$ cat src/rtl/mask_memory_arbiter.sv
// Mask RAM arbiter: shares one single-port RAM between the CPU and the MAU.
// The `alive` input picks the high-priority requester. A wait counter force-grants
// the other requester after MAX_WAIT denied cycles. A clear sequencer writes
// CLEAR_VALUE to every usable word. Grants and RAM port drives are combinational,
// so a request is presented to the RAM in the same cycle it is granted.
module mask_memory_arbiter #(
  parameter int                    DATA_WIDTH  = 128,
  parameter int                    ADDR_WIDTH  = 8,
  parameter int                    MAX_WAIT    = 8,
  parameter logic [DATA_WIDTH-1:0] CLEAR_VALUE = {DATA_WIDTH{1'b0}}
) (
  input  logic                  clk,
  input  logic                  reset,
  input  logic                  alive,
  input  logic                  cpu_req,
  input  logic [ADDR_WIDTH-1:0] cpu_address,
  input  logic [DATA_WIDTH-1:0] cpu_data_write,
  input  logic                  cpu_wren,
  output logic                  cpu_gnt,
  output logic                  cpu_rvalid,
  output logic [DATA_WIDTH-1:0] cpu_rdata,
  input  logic                  mau_req,
  input  logic [ADDR_WIDTH-1:0] mau_address,
  input  logic [DATA_WIDTH-1:0] mau_data_write,
  input  logic                  mau_wren,
  output logic                  mau_gnt,
  output logic                  mau_rvalid,
  output logic [DATA_WIDTH-1:0] mau_rdata,
  input  logic                  clear_start,
  output logic                  clear_busy,
  output logic                  clear_done,
  output logic                  ram_clk_en,
  output logic [ADDR_WIDTH-1:0] ram_address,
  output logic [DATA_WIDTH-1:0] ram_data_write,
  output logic                  ram_wren,
  input  logic [DATA_WIDTH-1:0] ram_data_read
);

  localparam logic [ADDR_WIDTH-1:0] RSV_ADDR = {ADDR_WIDTH{1'b1}};
  localparam logic [ADDR_WIDTH-1:0] LAST_CLR = RSV_ADDR - ADDR_WIDTH'(1);
  localparam int                    CW       = $clog2(MAX_WAIT + 1);
  localparam logic [CW-1:0]         WAIT_MAX = CW'(MAX_WAIT);

  typedef enum logic {ST_SERVE = 1'b0, ST_CLEAR = 1'b1} state_t;

  state_t                r_state;
  state_t                w_next_state;
  logic [ADDR_WIDTH-1:0] r_clr_addr;
  logic [CW-1:0]         r_wait;
  logic [CW-1:0]         w_wait_eff;
  logic                  r_alive_q;
  logic                  w_alive_chg;
  logic                  w_hi_req;
  logic                  w_lo_req;
  logic                  w_grant_hi;
  logic                  w_grant_lo;
  logic                  r_cpu_rvalid;
  logic                  r_mau_rvalid;
  logic                  r_cpu_rsv;
  logic                  r_mau_rsv;
  logic [DATA_WIDTH-1:0] r_cpu_rdata;
  logic [DATA_WIDTH-1:0] r_mau_rdata;
  logic                  r_clear_done;

  // Arbitration: role selection from alive, starvation override, one grant per cycle.
  always_comb begin
    w_alive_chg = alive ^ r_alive_q;
    // A role swap restarts the fairness window for the new low-priority side.
    w_wait_eff  = w_alive_chg ? '0 : r_wait;
    w_hi_req    = alive ? cpu_req : mau_req;
    w_lo_req    = alive ? mau_req : cpu_req;
    w_grant_hi  = 1'b0;
    w_grant_lo  = 1'b0;
    if (!reset && (r_state == ST_SERVE)) begin
      if (w_lo_req && (w_wait_eff == WAIT_MAX)) begin
        w_grant_lo = 1'b1;
      end else if (w_hi_req) begin
        w_grant_hi = 1'b1;
      end else if (w_lo_req) begin
        w_grant_lo = 1'b1;
      end else begin
        w_grant_lo = 1'b0;
      end
    end else begin
      w_grant_hi = 1'b0;
    end
    cpu_gnt = alive ? w_grant_hi : w_grant_lo;
    mau_gnt = alive ? w_grant_lo : w_grant_hi;
  end

  // RAM port drive: the clear sequencer owns the port in CLEAR, otherwise the granted requester does.
  always_comb begin
    ram_clk_en     = 1'b0;
    ram_wren       = 1'b0;
    ram_address    = '0;
    ram_data_write = '0;
    if (reset) begin
      ram_clk_en = 1'b0;
    end else if (r_state == ST_CLEAR) begin
      ram_clk_en     = 1'b1;
      ram_wren       = 1'b1;
      ram_address    = r_clr_addr;
      ram_data_write = CLEAR_VALUE;
    end else if (cpu_gnt) begin
      ram_clk_en     = 1'b1;
      ram_address    = cpu_address;
      ram_data_write = cpu_data_write;
      // Writes to the reserved word are accepted but never reach the RAM.
      ram_wren       = cpu_wren && (cpu_address != RSV_ADDR);
    end else if (mau_gnt) begin
      ram_clk_en     = 1'b1;
      ram_address    = mau_address;
      ram_data_write = mau_data_write;
      ram_wren       = mau_wren && (mau_address != RSV_ADDR);
    end else begin
      ram_clk_en = 1'b0;
    end
  end

  // Read return path and status outputs; rdata holds its last value between reads.
  always_comb begin
    cpu_rvalid = r_cpu_rvalid && !reset;
    mau_rvalid = r_mau_rvalid && !reset;
    cpu_rdata  = r_cpu_rdata;
    mau_rdata  = r_mau_rdata;
    if (cpu_rvalid) begin
      cpu_rdata = r_cpu_rsv ? {DATA_WIDTH{1'b1}} : ram_data_read;
    end else begin
      cpu_rdata = r_cpu_rdata;
    end
    if (mau_rvalid) begin
      mau_rdata = r_mau_rsv ? {DATA_WIDTH{1'b1}} : ram_data_read;
    end else begin
      mau_rdata = r_mau_rdata;
    end
    clear_busy = (r_state == ST_CLEAR) && !reset;
    clear_done = r_clear_done && !reset;
  end

  // Next-state logic for the SERVE/CLEAR sequencer.
  always_comb begin
    w_next_state = r_state;
    case (r_state)
      ST_SERVE: begin
        if (clear_start) begin
          w_next_state = ST_CLEAR;
        end else begin
          w_next_state = ST_SERVE;
        end
      end
      ST_CLEAR: begin
        if (r_clr_addr == LAST_CLR) begin
          w_next_state = ST_SERVE;
        end else begin
          w_next_state = ST_CLEAR;
        end
      end
      default: w_next_state = ST_SERVE;
    endcase
  end

  // State, clear address, wait counter and read-return registers.
  always_ff @(posedge clk) begin
    r_alive_q <= alive;
    if (reset) begin
      r_state      <= ST_SERVE;
      r_clr_addr   <= '0;
      r_wait       <= '0;
      r_cpu_rvalid <= 1'b0;
      r_mau_rvalid <= 1'b0;
      r_cpu_rsv    <= 1'b0;
      r_mau_rsv    <= 1'b0;
      r_cpu_rdata  <= '0;
      r_mau_rdata  <= '0;
      r_clear_done <= 1'b0;
    end else begin
      r_state      <= w_next_state;
      r_clr_addr   <= (r_state == ST_CLEAR) ? (r_clr_addr + ADDR_WIDTH'(1)) : '0;
      r_clear_done <= (r_state == ST_CLEAR) && (r_clr_addr == LAST_CLR);
      r_cpu_rvalid <= cpu_gnt && !cpu_wren;
      r_mau_rvalid <= mau_gnt && !mau_wren;
      r_cpu_rsv    <= cpu_address == RSV_ADDR;
      r_mau_rsv    <= mau_address == RSV_ADDR;
      if (cpu_rvalid) r_cpu_rdata <= cpu_rdata;
      if (mau_rvalid) r_mau_rdata <= mau_rdata;
      if (r_state == ST_CLEAR) begin
        r_wait <= r_wait;
      end else if (w_alive_chg || !w_lo_req || w_grant_lo) begin
        r_wait <= '0;
      end else if (r_wait != WAIT_MAX) begin
        r_wait <= r_wait + CW'(1);
      end else begin
        r_wait <= r_wait;
      end
    end
  end

endmodule

$ cat config.mk
export PLATFORM = sky130hd
export DESIGN_NAME = mask_memory_arbiter
export DESIGN_NICKNAME = d
export VERILOG_FILES = /design/src/rtl/mask_memory_arbiter.sv
export SDC_FILE = /design/constraint.sdc
export NUM_CORES = 1
export LEC_CHECK = 0
export ABC_AREA = 1
export CORE_AREA = 3 3 310 312
export CTS_BUF_LIST = sky130_fd_sc_hd__clkbuf_4 sky130_fd_sc_hd__clkbuf_8
export DETAILED_ROUTE_END_ITERATION = 10
export DIE_AREA = 0 0 313 315
export PLACE_DENSITY = 0.43
export REMOVE_ABC_BUFFERS = 1
export SETUP_SLACK_MARGIN = 0.4
export SLEW_MARGIN = 5
export SYNTH_ARGS = -nofsm -noshare
export SYNTH_HDL_FRONTEND = slang
export SYNTH_SLANG_ARGS = --single-unit
$ cat constraint.sdc
create_clock -name clk -period 2.1 [get_ports clk]
set_input_delay 0.21 -clock clk [delete_from_list [all_inputs] [get_ports clk]]
set_output_delay 0.21 -clock clk [all_outputs]
set_load 0.1 [all_outputs]
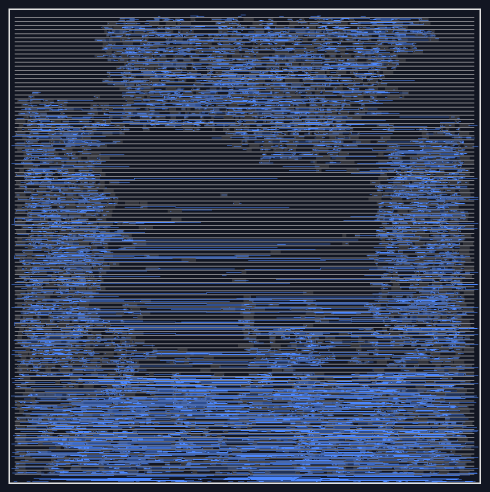
Run 1: met1 routing
Scale: 1.5 px per um. Supply wires on this layer in grey.
- share of all routed wire: 46%
- longest straight run: 196 um
- main direction: horizontal
- nets with wire on the layer: 3,061
WL final: 118,000 um
routed via count: 18,071
met1 Use GR: 29.7%

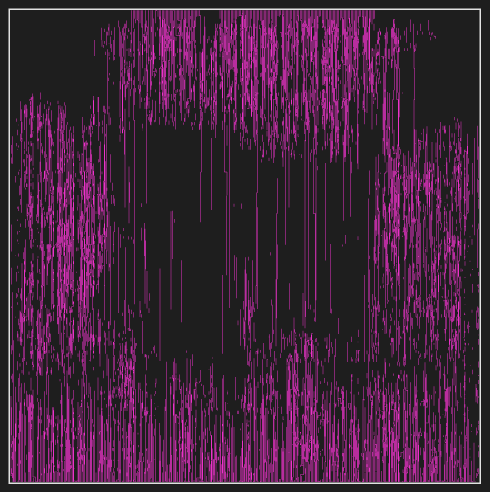
Run 1: the metal 2 layer
Scale: 1.5 px per um.
- nets with wire on the layer: 2,987
- wire length on this layer: 51.7 mm
- share of all routed wire: 44%
- longest straight run: 139 um
met2 Use GR: 32.1%

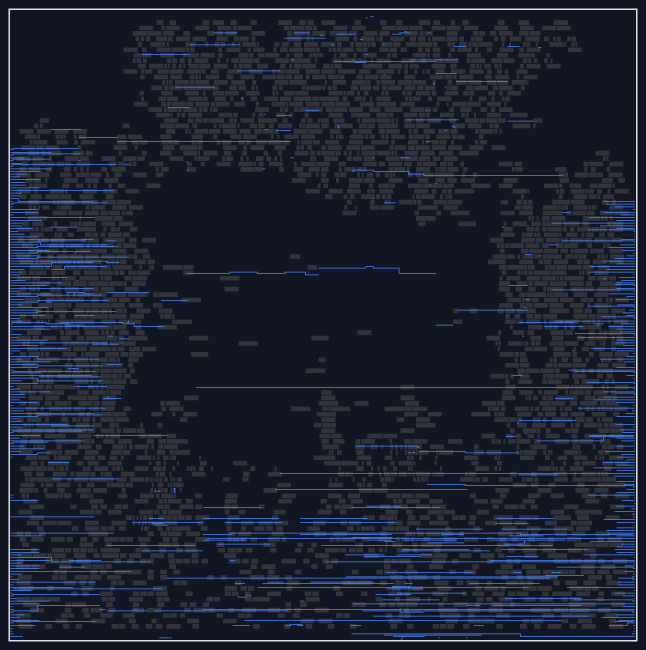
Run 1: metal 3
Scale: 2 px per um.
- wire length on this layer: 10,400 um
- main direction: horizontal
- nets with wire on the layer: 435
met3 GRT Util: 7.51%

[run 1: sequential cells by signal, indices dropped and copies added, names as in the netlist]
register,count
r_alive_q,1
r_mau_rsv,1
r_cpu_rdata,128
r_mau_rvalid,1
r_clear_done,1
r_state,1
r_clr_addr,8
r_cpu_rvalid,1
r_mau_rdata,128
r_cpu_rsv,1
r_wait,4
[run 1: logic make-up after synthesis]
| group | count (synthesis) | share of synthesized area [%] |
|---|---|---|
| buffers and inverters | 176 | 6.86 |
| XOR/XNOR | 3 | 0.209 |
| AND-OR/OR-AND | 659 | 30.1 |
| flip-flops | 275 | 43.7 |
| AND/OR/NAND/NOR | 612 | 18.7 |
| adder cells (fa/ha/maj) | 4 | 0.397 |
[run 1: worst min-delay path: cells and delay by family]
kind,cells,cell delay (ps)
compound gates,1,70
buf+inv,2,390
==> summary.txt, run 1 <==
Cell type with the largest total area: dfxtp_1
Max-area cell share: 43.7%
Setup_tns: -97,080 ps
Tot Pwr: 18.7 mW
Failing checks: negative setup slack
Final setup violation count: 359
Clkbuf count: 83
Hold_sp: reset
Post-route worst setup slack: -631 ps
Leak Pwr: 15.5 nW
# DRC: 0
Postcts setup bufs: 89
Tool Warnings: 32
Global-route wire length before repair: 147,000 um
Worst Setup EP: ram_data_write[123]
EDFF count, synth: 0
Comb pwr share: 37.7%
Tmin final: 2730 ps
Max Freq: 366 MHz
Power in the clock group: 6.33 mW
Count leader, synth: nand2_1
Total congestion overflow: 0
Status: finished, violations left
TAP cells: 1,254
Main flop type: dfxtp_1
Sequential Power Share: 28.5%
Met1 Wirelength: 53,900 um
Worst-path clk slew: 60 ps
Slew Viols, Final: 0
CTS tree: yes
Internal: 11.8 mW
Worst hold endpoint: r_wait[1]
CP Cell Sequence: inv_2 > nand2_2 > nor2_2 > nand3_2 > nand4_1 > buf_6 > buf_12 > nand2_8 > buf_6 > buf_6 > a22o_4 > buf_12
Crit start category: register
First DRT Iteration DRCs: 963
ANT nets after route: 0
Metal2 WL: 51,700 um
Power Dens Cells: 480 nW/um^2
RSZ-0062 raised after global routing: yes
## Run 2: what changed since run 1
--- a/config.mk
+++ b/config.mk
@@ -6,6 +6,7 @@
 export NUM_CORES = 1
 export LEC_CHECK = 0
 export ABC_AREA = 1
+export ABC_CLOCK_PERIOD_IN_PS = 2100
 export CORE_AREA = 3 3 310 312
 export CTS_BUF_LIST = sky130_fd_sc_hd__clkbuf_4 sky130_fd_sc_hd__clkbuf_8
 export DETAILED_ROUTE_END_ITERATION = 10
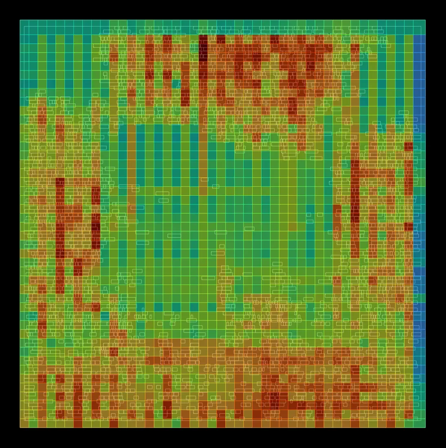
Run 2: congestion heat map
layer with the highest usage: met2
Wirelength per Cell: 28.0 um
GRT Util Overall: 21.4%
utilization after layout: 41.8%

==> run 2 against run 1 <==
The flow still finishes with violations (negative setup slack). Non-clock buffer count did not move. Clock skew unchanged. Cell area is the same. Global-route usage is the same. Worst setup slack stayed put. Final cell count unchanged. Routed wire length did not move. Critical path depth is the same. Register-to-register slack about the same. Critical endpoint unchanged.
==> summary.txt, run 2 <==
Largest registers: r_cpu_rdata x128, r_mau_rdata x128, r_clr_addr x8
Status: finished, violations left
Sequential Power Share: 28.5%
Main flop type: dfxtp_1
ANT nets after route: 0
CP Cell Sequence: inv_2 > nand2_2 > nor2_2 > nand3_2 > nand4_1 > buf_6 > buf_12 > nand2_8 > buf_6 > buf_6 > a22o_4 > buf_12
Power in the clock group: 6.33 mW
EDFF count, synth: 0
Post-Synth Simple-Gate Area: 18.7%
Internal: 11.8 mW
Postcts setup bufs: 89
TAP cells: 1,254
Power Dens Cells: 480 nW/um^2
Clkbuf count: 83
Placed cell count: 3,859
Bufs w/o clock: 1,278
Commonest cells in the netlist: nand2_1, dfxtp_1, a21oi_1
Synth Area in Adders: 0.397%
Comb pwr share: 37.7%
Reg area: 5520 um^2
Max Freq: 366 MHz
Tot Pwr: 18.7 mW
Post-route worst setup slack: -631 ps
Total congestion overflow: 0
Mapped Area: 12,600 um^2
Post-Synth XOR/XNOR Area: 0.209%
Crit start category: register
Met1 Wirelength: 53,900 um
Failing checks: negative setup slack
CTS Root Cell: clkbuf_8
Actual slew at the worst max-slew pin: 1050 ps
Final setup violation count: 359
CP endpoint kind: output pin
Cell type with the largest total area: dfxtp_1
Tmin final: 2730 ps
WL final: 118,000 um
CTS tree: yes
# DRC: 0
Most numerous logic cell after layout: buf_12
Global-route wire length before repair: 147,000 um
Multiplexer share: 0%
Ao+oa area frac: 30.1%
Routed via count: 18,071
Count leader, synth: nand2_1
Tool Warnings: 32
Slew Viols, Final: 0
Worst-path clk slew: 60 ps
Drt first pass iters: 5
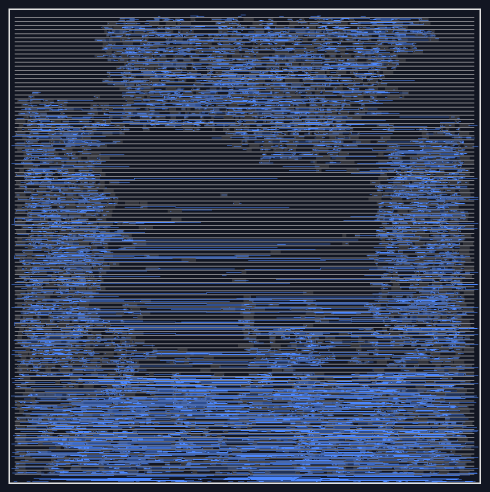
Run 2: met1 routing
Scale: 1.5 px per um. Supply wires on this layer in grey.

-- run 2: metrics by stage --
stage | instance area (um^2) | utilization, %
final | 39000 | 41.8
after detailed placement | 27500 | 29.5
after CTS | 33300 | 35.6
after floorplan | 11800 | -
after global placement | 27500 | 29.5
after global routing | 39000 | 41.8
-- run 2: routing by layer --
layer,track usage (%),vias up
li1,-,8419
met4,3.45,6
met2,32.1,663
met5,0,-
met3,7.51,136
met1,29.7,8847
-- run 2: worst paths after layout --
path                                       from             endpoint  slack (ps)  cells past startpoint
worst max register to register        r_wait[0]         r_cpu_rvalid         440                     11
worst min-delay path                      reset            r_wait[1]          90                      3
worst min register to register  r_mau_rdata[89]      r_mau_rdata[89]         470                      2
worst max-delay path                  r_wait[0]  ram_data_write[123]        -630                     12
No activity file was given, so power comes from the tool's default toggle rates.
